run_1/congestion_map.png
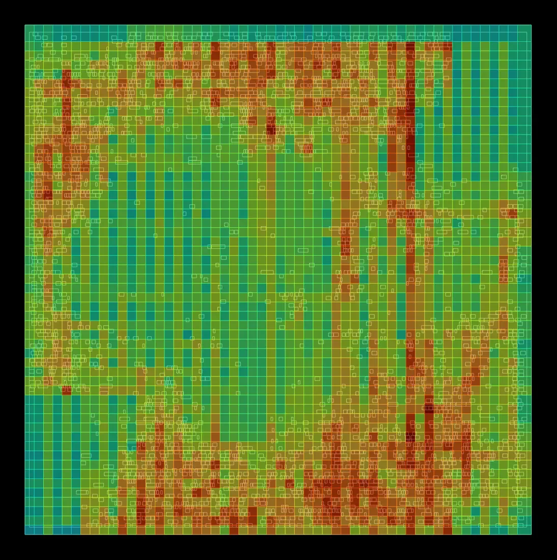
run_1/clock_wires.png
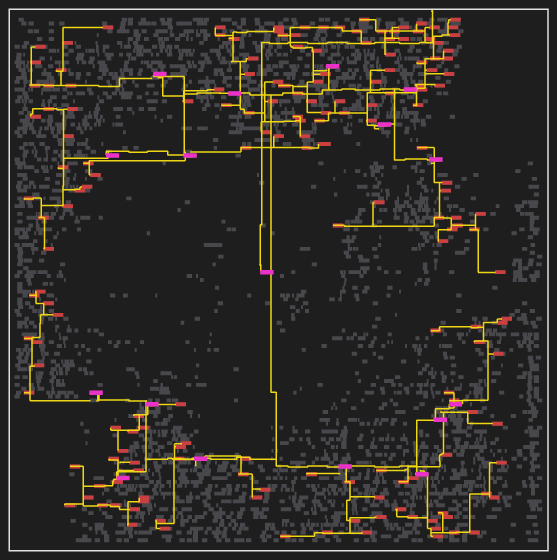
run_1/class_map.png
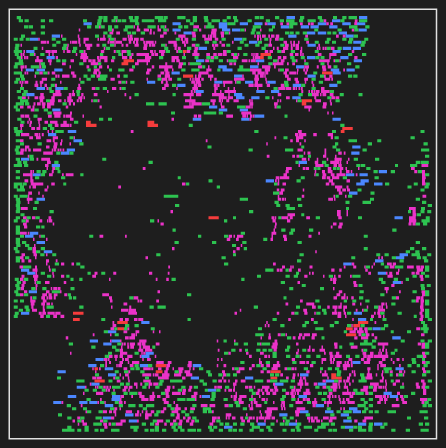
run_1/floorplan.png
Bar = 100 um. Pins as bars on the die edge.
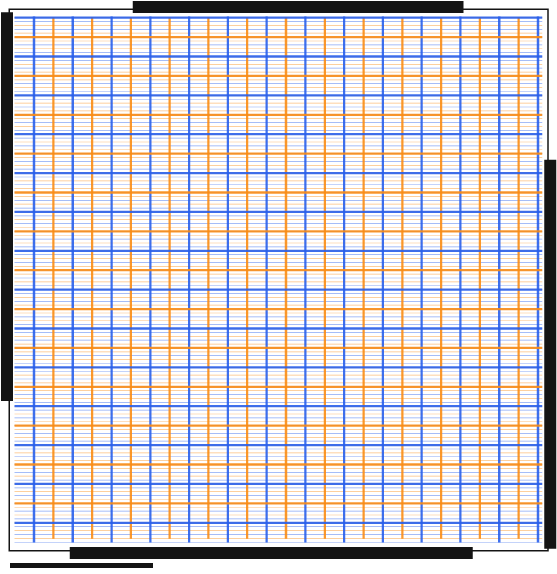
**config.mk**
```make
export PLATFORM = sky130hd
export DESIGN_NAME = dmu_sii_req_sched
export DESIGN_NICKNAME = d
export VERILOG_FILES = /design/src/rtl/dmu_sii_pkg.sv /design/src/rtl/dmu_sii_rr_arb.sv /design/src/rtl/dmu_sii_req_sched.sv
export SDC_FILE = /design/constraint.sdc
export NUM_CORES = 1
export LEC_CHECK = 0
export CAP_MARGIN = 40
export CORE_AREA = 3 3 373 375
export CTS_CLUSTER_DIAMETER = 100
export DETAILED_ROUTE_END_ITERATION = 10
export DIE_AREA = 0 0 376 378
export PLACE_DENSITY = 0.43
export SETUP_SLACK_MARGIN = 0.05
export SLEW_MARGIN = 0
export SYNTH_ARGS = -nofsm -noshare
export SYNTH_HDL_FRONTEND = slang
export SYNTH_SLANG_ARGS = --single-unit
```
**constraint.sdc**
```tcl
create_clock -name iol2clk -period 6.43 [get_ports iol2clk]
set_clock_uncertainty 0.15 [all_clocks]
set_input_delay 1.6075 -clock iol2clk [delete_from_list [all_inputs] [get_ports iol2clk]]
set_output_delay 1.6075 -clock iol2clk [all_outputs]
set_load 0.02 [all_outputs]
```
**src/rtl/dmu_sii_pkg.sv**
```systemverilog
// Shared definitions for the DMU-to-SII request scheduler.
//   - requester index enum (slot order used by the round-robin arbiter)
//   - header-cycle {datareq, datareq16} encodings
//   - write payload beat count
//   - FSM state encoding
//   - per-lane even parity helper for the 128-bit bus
package dmu_sii_pkg;

  localparam int unsigned NUM_REQ  = 4;
  localparam int unsigned WR_BEATS = 4;

  typedef enum logic [1:0] {
    REQ_RD    = 2'd0,
    REQ_WR    = 2'd1,
    REQ_MONDO = 2'd2,
    REQ_PIO   = 2'd3
  } req_idx_e;

  // {datareq, datareq16} driven in the header cycle
  localparam logic [1:0] RWM_RD = 2'b00;
  localparam logic [1:0] RWM_WR = 2'b10;
  localparam logic [1:0] RWM_SB = 2'b11;

  typedef enum logic [1:0] {
    ST_IDLE = 2'd0,
    ST_WPL  = 2'd1,
    ST_SPL  = 2'd2
  } state_e;

  // Even parity per 16-bit lane: bit i is the XOR of data[16i+15:16i].
  function automatic logic [7:0] lane_parity(input logic [127:0] d);
    logic [7:0] p;
    p = '0;
    for (int unsigned i = 0; i < 8; i++) begin
      p[i] = ^d[16*i +: 16];
    end
    return p;
  endfunction

endpackage

```
**src/rtl/dmu_sii_rr_arb.sv**
```systemverilog
// Four-way round-robin arbiter.
// Ports:
//   clk_i, rst_i : clock, synchronous active-high reset
//   en_i         : arbitration allowed this cycle (bus free)
//   elig_i[3:0]  : eligible requesters (request pending and credit available)
//   gnt_o[3:0]   : one-hot grant, combinational
// The search starts at the pointer; after a grant the pointer moves to the
// slot following the winner. Reset pointer is slot 0.
module dmu_sii_rr_arb
  import dmu_sii_pkg::*;
(
  input  logic       clk_i,
  input  logic       rst_i,
  input  logic       en_i,
  input  logic [3:0] elig_i,
  output logic [3:0] gnt_o
);

  logic [1:0] ptr_q, ptr_d;
  logic [1:0] idx;
  logic [1:0] win;
  logic       found;

  always_comb begin
    gnt_o = '0;
    idx   = '0;
    win   = ptr_q;
    found = 1'b0;
    for (int unsigned k = 0; k < NUM_REQ; k++) begin
      idx = ptr_q + 2'(k);
      if (!found && elig_i[idx]) begin
        found = 1'b1;
        win   = idx;
      end
    end
    if (en_i && found) begin
      gnt_o[win] = 1'b1;
    end
    ptr_d = (en_i && found) ? win + 2'd1 : ptr_q;
  end

  always_ff @(posedge clk_i) begin
    if (rst_i) begin
      ptr_q <= '0;
    end else begin
      ptr_q <= ptr_d;
    end
  end

endmodule

```
**src/rtl/dmu_sii_req_sched.sv**
```systemverilog
// DMU-to-SII inbound bus sequencer/arbiter.
// Shares the single dmu_sii_* header/payload bus among DMA read (0),
// DMA write (1), mondo (2) and PIO completion (3) requesters.
// Ports:
//   iol2clk, rst            : clock, synchronous active-high reset
//   req_vld/req_gnt         : request pending / one-hot grant (comb, header captured)
//   req_bypass[1:0]         : bypass select for read [0] and write [1]
//   *_hdr                   : 128-bit header per requester
//   wr_data/wr_be/wr_pop    : write payload beat, byte enables, beat consumed
//   sb_data/sb_pop          : mondo/pio single payload beat, beat consumed
//   rd_credit_ret           : one DMA read credit returned
//   sii_dmu_wrack_vld       : one write/mondo credit returned
//   dmu_sii_*               : registered bus to SII
//   cred_err                : sticky credit-return overflow
module dmu_sii_req_sched
  import dmu_sii_pkg::*;
#(
  parameter int unsigned RD_CREDITS = 8,
  parameter int unsigned WR_CREDITS = 16
) (
  input  logic         iol2clk,
  input  logic         rst,
  input  logic [3:0]   req_vld,
  output logic [3:0]   req_gnt,
  input  logic [1:0]   req_bypass,
  input  logic [127:0] rd_hdr,
  input  logic [127:0] wr_hdr,
  input  logic [127:0] mondo_hdr,
  input  logic [127:0] pio_hdr,
  input  logic [127:0] wr_data,
  input  logic [15:0]  wr_be,
  output logic         wr_pop,
  input  logic [127:0] sb_data,
  output logic         sb_pop,
  input  logic         rd_credit_ret,
  input  logic         sii_dmu_wrack_vld,
  output logic         dmu_sii_hdr_vld,
  output logic         dmu_sii_reqbypass,
  output logic         dmu_sii_datareq,
  output logic         dmu_sii_datareq16,
  output logic [127:0] dmu_sii_data,
  output logic [7:0]   dmu_sii_parity,
  output logic [15:0]  dmu_sii_be,
  output logic         cred_err
);

  localparam int unsigned RDW = $clog2(RD_CREDITS + 1);
  localparam int unsigned WRW = $clog2(WR_CREDITS + 1);
  localparam logic [RDW-1:0] RD_MAX = RDW'(RD_CREDITS);
  localparam logic [WRW-1:0] WR_MAX = WRW'(WR_CREDITS);

  state_e         state_q;
  logic [1:0]     beat_q;
  logic           wr_pop_q, sb_pop_q;
  logic           hdr_vld_q, reqbypass_q, datareq_q, datareq16_q;
  logic [127:0]   data_q;
  logic [7:0]     par_q;
  logic [15:0]    be_q;

  logic [RDW-1:0] rd_cnt_q, rd_cnt_d;
  logic [WRW-1:0] wr_cnt_q, wr_cnt_d;
  logic           cred_err_q, cred_err_d;

  logic [3:0]     elig;
  logic [3:0]     gnt;
  logic           arb_en;
  logic           rd_ok, wr_ok;
  logic           rd_take, wr_take;

  logic [127:0]   hdr_sel;
  logic [1:0]     enc_sel;
  logic           byp_sel;

  // ---------------------------------------------------------------- arbiter
  assign rd_ok  = (rd_cnt_q != '0);
  assign wr_ok  = (wr_cnt_q != '0);
  assign elig   = req_vld & {1'b1, wr_ok, wr_ok, rd_ok};
  assign arb_en = (state_q == ST_IDLE) && !rst;

  dmu_sii_rr_arb u_arb (
    .clk_i  (iol2clk),
    .rst_i  (rst),
    .en_i   (arb_en),
    .elig_i (elig),
    .gnt_o  (gnt)
  );

  assign req_gnt = gnt;

  // Header source and header-cycle encoding for the granted requester
  always_comb begin
    hdr_sel = '0;
    enc_sel = '0;
    byp_sel = 1'b0;
    if (gnt[REQ_RD]) begin
      hdr_sel = rd_hdr;
      enc_sel = RWM_RD;
      byp_sel = req_bypass[0];
    end else if (gnt[REQ_WR]) begin
      hdr_sel = wr_hdr;
      enc_sel = RWM_WR;
      byp_sel = req_bypass[1];
    end else if (gnt[REQ_MONDO]) begin
      hdr_sel = mondo_hdr;
      enc_sel = RWM_SB;
      byp_sel = 1'b0;
    end else if (gnt[REQ_PIO]) begin
      hdr_sel = pio_hdr;
      enc_sel = RWM_SB;
      byp_sel = 1'b1;
    end
  end

  // ---------------------------------------------------------------- credits
  assign rd_take = gnt[REQ_RD];
  assign wr_take = gnt[REQ_WR] | gnt[REQ_MONDO];

  // Consume and return in the same cycle cancel; a return at the reset
  // value saturates and flags an overflow.
  always_comb begin
    rd_cnt_d   = rd_cnt_q;
    wr_cnt_d   = wr_cnt_q;
    cred_err_d = cred_err_q;
    if (rd_take && !rd_credit_ret) begin
      rd_cnt_d = rd_cnt_q - RDW'(1);
    end else if (!rd_take && rd_credit_ret) begin
      if (rd_cnt_q == RD_MAX) cred_err_d = 1'b1;
      else                    rd_cnt_d   = rd_cnt_q + RDW'(1);
    end
    if (wr_take && !sii_dmu_wrack_vld) begin
      wr_cnt_d = wr_cnt_q - WRW'(1);
    end else if (!wr_take && sii_dmu_wrack_vld) begin
      if (wr_cnt_q == WR_MAX) cred_err_d = 1'b1;
      else                    wr_cnt_d   = wr_cnt_q + WRW'(1);
    end
  end

  always_ff @(posedge iol2clk) begin
    if (rst) begin
      rd_cnt_q   <= RD_MAX;
      wr_cnt_q   <= WR_MAX;
      cred_err_q <= 1'b0;
    end else begin
      rd_cnt_q   <= rd_cnt_d;
      wr_cnt_q   <= wr_cnt_d;
      cred_err_q <= cred_err_d;
    end
  end

  // ---------------------------------------------------------------- FSM + bus
  // Pops are registered from the grant, so a popped beat is captured into
  // the bus register in the pop cycle and driven one cycle later.
  always_ff @(posedge iol2clk) begin
    if (rst) begin
      state_q     <= ST_IDLE;
      beat_q      <= '0;
      wr_pop_q    <= 1'b0;
      sb_pop_q    <= 1'b0;
      hdr_vld_q   <= 1'b0;
      reqbypass_q <= 1'b0;
      datareq_q   <= 1'b0;
      datareq16_q <= 1'b0;
      data_q      <= '0;
      par_q       <= '0;
      be_q        <= '0;
    end else begin
      hdr_vld_q   <= 1'b0;
      reqbypass_q <= 1'b0;
      datareq_q   <= 1'b0;
      datareq16_q <= 1'b0;
      data_q      <= '0;
      par_q       <= '0;
      be_q        <= '0;
      case (state_q)
        ST_IDLE: begin
          if (|gnt) begin
            hdr_vld_q                <= 1'b1;
            {datareq_q, datareq16_q} <= enc_sel;
            reqbypass_q              <= byp_sel;
            data_q                   <= hdr_sel;
            par_q                    <= lane_parity(hdr_sel);
            if (gnt[REQ_WR]) begin
              state_q  <= ST_WPL;
              beat_q   <= '0;
              wr_pop_q <= 1'b1;
            end else if (gnt[REQ_MONDO] || gnt[REQ_PIO]) begin
              state_q  <= ST_SPL;
              sb_pop_q <= 1'b1;
            end
          end
        end
        ST_WPL: begin
          data_q <= wr_data;
          par_q  <= lane_parity(wr_data);
          be_q   <= wr_be;
          if (beat_q == 2'(WR_BEATS - 1)) begin
            state_q  <= ST_IDLE;
            wr_pop_q <= 1'b0;
          end else begin
            beat_q <= beat_q + 2'd1;
          end
        end
        ST_SPL: begin
          data_q   <= sb_data;
          par_q    <= lane_parity(sb_data);
          state_q  <= ST_IDLE;
          sb_pop_q <= 1'b0;
        end
        default: begin
          state_q  <= ST_IDLE;
          wr_pop_q <= 1'b0;
          sb_pop_q <= 1'b0;
        end
      endcase
    end
  end

  assign wr_pop            = wr_pop_q;
  assign sb_pop            = sb_pop_q;
  assign dmu_sii_hdr_vld   = hdr_vld_q;
  assign dmu_sii_reqbypass = reqbypass_q;
  assign dmu_sii_datareq   = datareq_q;
  assign dmu_sii_datareq16 = datareq16_q;
  assign dmu_sii_data      = data_q;
  assign dmu_sii_parity    = par_q;
  assign dmu_sii_be        = be_q;
  assign cred_err          = cred_err_q;

endmodule

```
==> impl_metrics.tcl, run 1 <==
# metrics dict for downstream scripts
set metrics [dict create \
    syn_avg_cell_area_um2 6.85 \
    cts_resized 0 \
    viasPerCell 4.16 \
    grt_max_degree 153 \
    largest_reg_flops 128 \
    synthCells 2424 \
    whs_ns 0.327 \
    grt_pass1_vias 20900 \
    area_growth_pct 76.0 \
    post-place-ws_ns 0.309 \
    rsz0062_at_grt "no" \
    fp_util_pct 12.3 \
    fill_cells 15200 \
    clockBufferDepth 2 \
    port_buffers 956 \
    rr_startpoint "wr_cnt_q[3]" \
    ys.flops 174 \
    ys_warn_count 0 \
    switching_power_uw 6070 \
    max_freq_ghz 0.168 \
    grt.busiest_layer "met2" \
    relSlewSlack_pct 23.7 \
    dr_wl_met2_mm 72.4 \
    dpl.hpwl_mm 128 \
    met1_usage_pct 25.1 \
    setup.worst_path.class "primary input to output port" \
    maxCapViolations 0 \
    path_max_fanout 19 \
    tns_ns 0 \
    place.gp.congestion 0.910 \
    netlist_area_um2 16600 \
    cpPeakStageDelay_ns 0.63 \
    path_depth 10 \
    drive_gt1_share_pct 5.14 \
    tightest_slew_ns 1.14 \
    cp_num_buf_inv 4 \
    top_area_cell "dfxtp_1" \
    edf_count 0 \
    hp-start "sb_pop" \
    common_cells "464 x nand2_1, 327 x xnor2_1, 308 x a21oi_1" \
    grt-ovfl-total 0 \
    htree_levels 4 \
    min_to "sb_pop" \
    met2_usage_pct 34.2 \
    critPathCaptureType "output port" \
    worstPathCellList "clkdlybuf4s50_1 -> o41ai_4 -> a21oi_1 -> o21ai_0 -> o211a_1 -> inv_1 -> ha_4 -> nand2_1 -> inv_1 -> clkdlybuf4s50_1" \
    clock_power_uw 1240 \
    layout_top_cells "955 x clkdlybuf4s50_1, 464 x nand2_1, 327 x xnor2_1" \
    period_needed_ns 5.96 \
    cts_buffers 17 \
    lay_top_count "clkdlybuf4s50_1" \
    nets 4126 \
    topRoutingLayerUsed "met5" \
    reg2reg_slack_ns 1.32 \
    min_path_type "flip-flop to flip-flop" \
    critical_path.top_delay_family "buffers and inverters" \
    gr-usage-all-layers_pct 20.1 \
    drt_wl_total_mm 149 \
    drc 0 \
    ys_types 52 \
    status "finished, final reports clean" \
    grt_pass1_wl_mm 192 \
]
Back to the opening pictures, congestion_map.png:
GRT met3 Usage: 5.21%
WL/cell: 29.0 um

Back to the opening pictures, clock_wires.png:
- yellow: clock wires (length 4530 um)
- red: flip-flops (count 174)
- magenta: clock-net drivers (count 17)
- routed clock nets: 18
- flops lie: all over the die
clock share of power: 10.4%
Clock Latency Late Sink: 0.55 ns

Back to the opening pictures, class_map.png:
- blue: registers (cells 174; share of their area 13%)
- green: remaining buffers and delay cells (cells 1066; share of their area 39%)
- red: clock drivers and dummy loads (cells 32; share of their area 2.3%)
- magenta: remaining logic cells (cells 2057; share of their area 45%)
Core Footprint: 136000 um^2
Finished Cell Area: 29300 um^2
num rows: 135
Core Util, Final: 21.6%
sequential share of cell area: 11.9%

Back to the opening pictures, floorplan.png:
- orange: VDD
- blue: VSS
- met1 rails: 136
- met5 straps: 27
- met4 straps: 27
- signal pins: 957
- rows: 135
Max VDD drop: 281 uV
DIE HEIGHT: 378 um
Die Wd: 376 um

-- run 1: kinds of logic (layout without fill, tap and decap cells) --
kind of cell               Yosys count  after routing  synth area share [%]
DFF                                174            174                  21.0
AOI/OAI and AO/OA                  615            615                  22.9
xor gates and xnor gates           361            361                  19.2
and+or+nand+nor                   1026           1026                  28.9
muxes                                4              4                 0.241
other                                0             32                     0
adders and majority gates           16             16                  1.30
buffers and inverters              228           1133                  6.55
-- run 1: final cells by class --
type	instances	area, um^2	area share, %
Antenna cell	32	80.1	0.274
Clock buffer	17	425	1.45
Clock inverter	15	199	0.680
Inverter	35	131	0.449
Multi-Input combinational cell	2022	12100	41.4
Sequential cell	174	3490	11.9
Tap cell	1781	2230	7.62
Timing Repair Buffer	1066	10600	36.2
run_1/layers.png
Bar = 100 um.
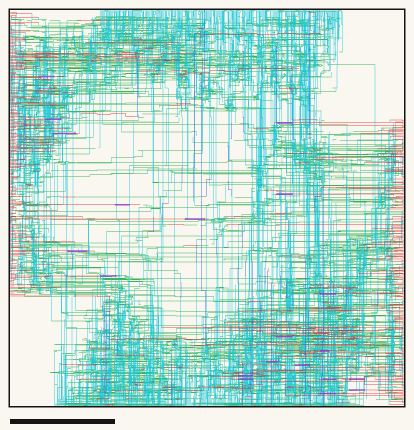

==> run 2: changes to the inputs <==
- CAP_MARGIN: 40 -> unset
- SLEW_MARGIN: 0 -> 20
run_2/layers.png
Bar = 100 um.
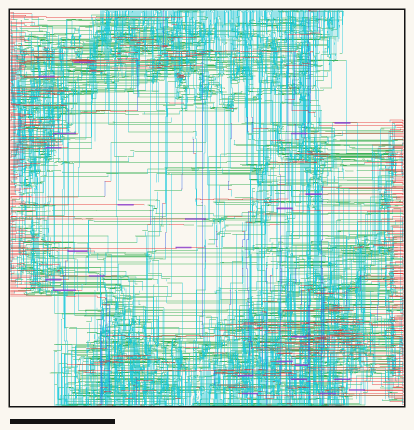
- red: M3 (wire length 11100 um)
- purple: M5 (wire length 348 um)
- green: M1 (wire length 62.7 mm)
- cyan: M2 (wire length 72.2 mm)
- blue: M4 (wire length 2540 um)
WL/cell: 29.0 um
via count: 21500
drt total wl: 149 mm

run_2/floorplan.png
Bar = 100 um. Pins as bars on the die edge.
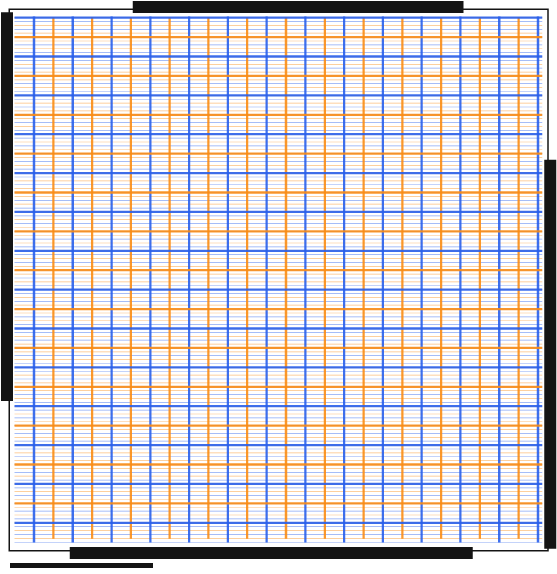
Max VDD drop: 300 uV

run_2/class_map.png
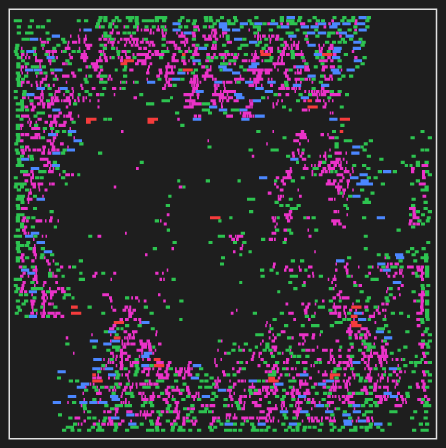
sequential share of cell area: 12.0%
Finished Cell Area: 29200 um^2
Core Util, Final: 21.5%

==> run 2 against run 1 <==
Power shrank 0.32%. Hold slack worse by 0.0050 ns. Design area shrank 0.30%. Die area unchanged. Fmax is 0.34% lower. Sequential share of layout area is essentially flat. Count of clock-buffer cells in the layout did not move. Sequential power is essentially flat. Non-clock buffer count is 7 lower. Clock power about the same. Critical path type unchanged. Largest power group unchanged.
==> impl_metrics.tcl, run 2 <==
# metrics dict for downstream scripts
set metrics [dict create \
    status "finished, final reports clean" \
    min_path_type "flip-flop to flip-flop" \
    fp.dieW_um 376 \
    place_inst 5071 \
    fill_cells 15200 \
    maxCapViolations 0 \
    ys_types 52 \
    rows 135 \
    grt_pass1_vias 21100 \
    clock_power_uw 1240 \
    syn_avg_cell_area_um2 6.85 \
    reg2reg_slack_ns 1.08 \
    intPower_uw 5820 \
    post-place-ws_ns 0.157 \
    nets 4119 \
    cts_setup_buffers 0 \
    fp_util_pct 12.3 \
    worstPathCellList "clkdlybuf4s50_1 -> o41ai_4 -> nor2_1 -> a21oi_1 -> o211a_1 -> inv_1 -> ha_4 -> nand2_1 -> inv_1 -> clkdlybuf4s50_1" \
    cp_num_buf_inv 4 \
    rr_startpoint "wr_cnt_q[3]" \
    ys.flops 174 \
    fp.dieH_um 378 \
    seqPwrFrac_pct 14.3 \
    max_freq_ghz 0.167 \
    drive_gt1_share_pct 4.97 \
    slew_viol_final 0 \
    tightest_slew_ns 1.11 \
    cp-startpoint "req_vld[0]" \
    edf_count 0 \
    clkLatencyLatePin_ns 0.56 \
    hp-start "sb_pop" \
    port_buffers 956 \
    layout_top_cells "955 x clkdlybuf4s50_1, 464 x nand2_1, 327 x xnor2_1" \
    synthCells 2424 \
    clockBufferDepth 2 \
    path_depth 10 \
    place.gp.congestion 0.910 \
    whs_ns 0.322 \
    async_flop_share_pct 0 \
    grt_pass1_wl_mm 193 \
    yosysMostFrequentCell "nand2_1" \
    critPathCaptureType "output port" \
    critical_path.top_delay_family "buffers and inverters" \
    lay_top_count "clkdlybuf4s50_1" \
    netlist_area_um2 16600 \
    cpPeakStageDelay_ns 0.64 \
    htree_levels 4 \
    rsz0062_at_grt "no" \
    cts_resized 0 \
    clkPwrFrac_pct 10.5 \
    dpl.hpwl_mm 128 \
    cts_buffers 17 \
    setup.worst_path.class "primary input to output port" \
    area_growth_pct 75.5 \
    min_to "sb_pop" \
    grt-ovfl-total 0 \
    viasPerCell 4.19 \
    regToRegEndpoint "dmu_sii_parity[4]" \
    period_needed_ns 5.98 \
    core_area_um2 136000 \
    worstRegToRegCells 18 \
    tns_ns 0 \
    ys_warn_count 0 \
    top_area_cell "dfxtp_1" \
    common_cells "464 x nand2_1, 327 x xnor2_1, 308 x a21oi_1" \
    grt.busiest_layer "met2" \
    grt_util_met3_pct 5.26 \
    met1_usage_pct 25.1 \
    largest_reg_flops 128 \
    dieArea_um2 142000 \
    top_cells_by_area "dfxtp_1 21%, xnor2_1 17%, nand2_1 10%, a21oi_1 9.3%, nor2_1 6.4%" \
    path_max_fanout 19 \
    clk_pin_slew_ns 0.09 \
    switching_share_pct 51.0 \
    switching_power_uw 6050 \
    ff_type "dfxtp_1" \
    met2_usage_pct 34.0 \
    drc 0 \
    grt_max_degree 153 \
    first_pass_iters 5 \
    gr-usage-all-layers_pct 20.1 \
    relSlewSlack_pct 26.1 \
    powerComb_uw 8940 \
]
[run 2: layout make-up]
cell class	count	area (um^2)	area share, %
inverter	35	131	0.450
multi-input combinational	2022	12100	41.5
clock inverter	15	196	0.674
sequential	174	3490	12.0
timing repair buffer	1059	10500	36.0
clock buffer	17	425	1.46
antenna	35	87.6	0.300
tap	1781	2230	7.64
[run 2: cell families after synthesis]
logic type / Yosys count / synth area share (%)
AOI/OAI and AO/OA: 615 / 22.9
buffers and inverters: 228 / 6.55
muxes: 4 / 0.241
adders and majority gates: 16 / 1.30
xor gates and xnor gates: 361 / 19.2
and+or+nand+nor: 1026 / 28.9
DFF: 174 / 21.0
[run 2: metal layers]
metal / wire length [um] / vias up
li1: - / 9967
met1: 62700 / 10400
met2: 72200 / 964
met3: 11100 / 168
met4: 2540 / 48
met5: 347 / -
run_2/clock_wires.png
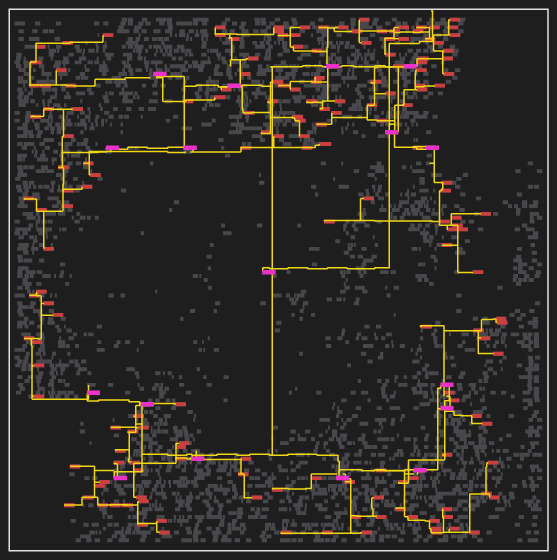

==> run 3: changes to the inputs <==
- PLACE_DENSITY: 0.43 -> unset
run_3/clock_wires.png
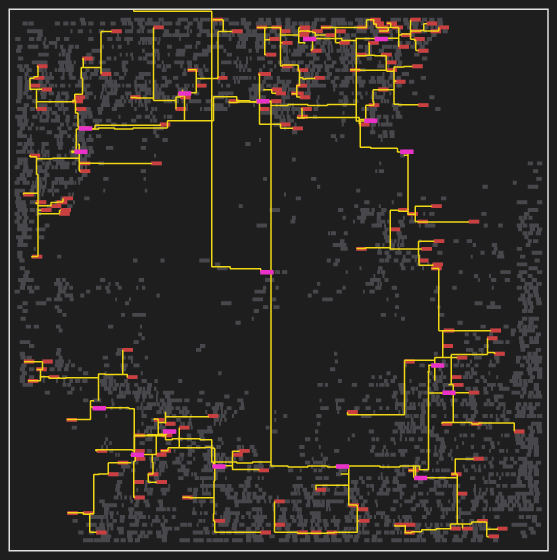
clock share of power: 9.7%
Clk power: 1200 uW

run_3/floorplan.png
Bar = 100 um. Pins as bars on the die edge.
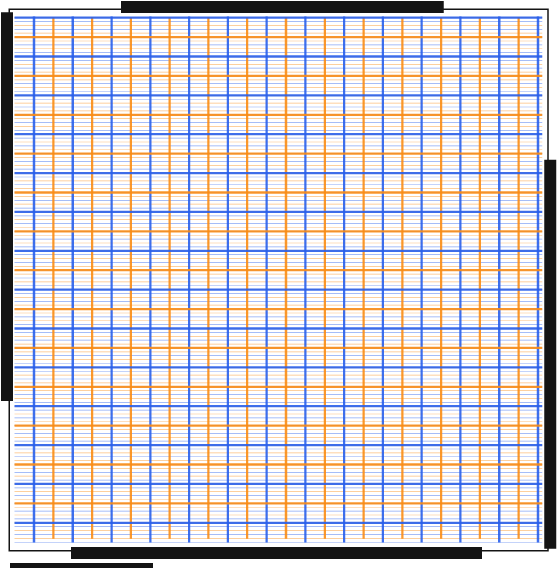
- orange: VDD
- blue: VSS
- rows: 135
- met1 rails: 136
- met4 straps: 27
Max VDD drop: 244 uV

==> run 3 against run 2 <==
Hold slack better by 0.0083 ns. Core utilization grew 0.21 points. Power up 4.3%. Flip-flop count did not move. Global-route usage increased by 0.59 points. Critical path depth did not move. Sequential power is essentially flat. Wire length rose by 3.4%. Highest routed layer unchanged. Synthesized cell count stayed put. Via count rose by 2.7%. Cell count is 0.80% higher.
==> impl_metrics.tcl, run 3 <==
# metrics dict for downstream scripts
set metrics [dict create \
    status "finished, final reports clean" \
    dr_wl_met2_mm 73.5 \
    grt_pass1_vias 21600 \
    core_area_um2 136000 \
    rr_startpoint "rd_cnt_q[1]" \
    max_freq_ghz 0.166 \
    ys_types 52 \
    relSlewSlack_pct 28.0 \
    met1_usage_pct 25.6 \
    grt_max_degree 77 \
    setup.worst_path.class "primary input to output port" \
    drt-met1-wl_mm 63.3 \
    path_max_fanout 16 \
    whs_ns 0.330 \
    tns_ns 0 \
    mux_share_pct 0.241 \
    xor_share_pct 19.2 \
    drc 0 \
    post-place-ws_ns 0.0213 \
    min_to "sb_pop" \
    period_needed_ns 6.02 \
    rsz0062_at_grt "no" \
    switching_power_uw 6400 \
    cts_setup_buffers 0 \
    synthCells 2424 \
    fp_util_pct 12.3 \
    fp.dieH_um 378 \
    layout_top_cells "954 x clkdlybuf4s50_1, 464 x nand2_1, 327 x xnor2_1" \
    place_inst 5102 \
    grt-ovfl-total 0 \
    top_cells_by_area "dfxtp_1 21%, xnor2_1 17%, nand2_1 10%, a21oi_1 9.3%, nor2_1 6.4%" \
    critPathCaptureType "output port" \
    fin_util_pct 21.7 \
    maxCapViolations 0 \
    grt.busiest_layer "met2" \
    cp-startpoint "req_vld[0]" \
    yosysMostFrequentCell "nand2_1" \
    grt_pass1_wl_mm 198 \
    min_path_type "flip-flop to flip-flop" \
    ys.flops 174 \
    htree_levels 4 \
    edf_count 0 \
    ff_type "dfxtp_1" \
    powerComb_uw 9460 \
    drive_gt1_share_pct 5.85 \
    common_cells "464 x nand2_1, 327 x xnor2_1, 308 x a21oi_1" \
    place.gp.congestion 1.01 \
    design_area_um2 29500 \
    topRoutingLayerUsed "met5" \
    switching_share_pct 51.7 \
    seqPwrFrac_pct 13.8 \
    port_buffers 956 \
    largest_reg_flops 128 \
    topCombFamilyByArea "simple AND/OR/NAND/NOR gates" \
    num_vias 22100 \
    clk_pin_slew_ns 0.09 \
    dieArea_um2 142000 \
    clkLatencyLatePin_ns 0.55 \
    met2_usage_pct 34.7 \
    hp-start "sb_pop" \
    dpl.hpwl_mm 132 \
    viasPerCell 4.27 \
    reg2reg_slack_ns 1.23 \
    intPower_uw 5980 \
    netlist_area_um2 16600 \
    clockBufferDepth 2 \
]
run_3/layers.png
Bar = 100 um.
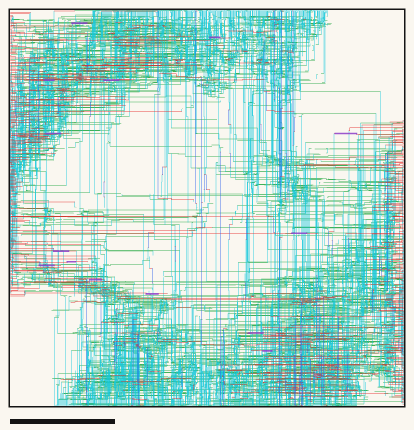
Tot GR Track Use: 20.7%
drt total wl: 154 mm
WL/cell: 29.7 um

==> run 3: cell counts after synthesis <==
No cell type changed its count.
==> run 3: critical path: stages <==
cell	delay [ns]
clkdlybuf4s50_1	0.51
o41ai_4	0.14
nor2_1	0.11
a21oi_1	0.05
o211a_1	0.31
inv_1	0.19
ha_4	0.40
nand2_1	0.16
inv_1	0.13
clkdlybuf4s50_1	0.64
==> run 3: cell type report <==
| class | instances | area (um^2) | area share, % |
|---|---|---|---|
| multi-input combinational | 2022 | 12100 | 41.1 |
| tap | 1781 | 2230 | 7.57 |
| timing repair buffer | 1090 | 10800 | 36.6 |
| sequential | 174 | 3490 | 11.9 |
| clock inverter | 14 | 171 | 0.582 |
| antenna | 45 | 113 | 0.382 |
| clock buffer | 18 | 429 | 1.46 |
| inverter | 35 | 131 | 0.446 |
Power is estimated from default activity; no workload was simulated.
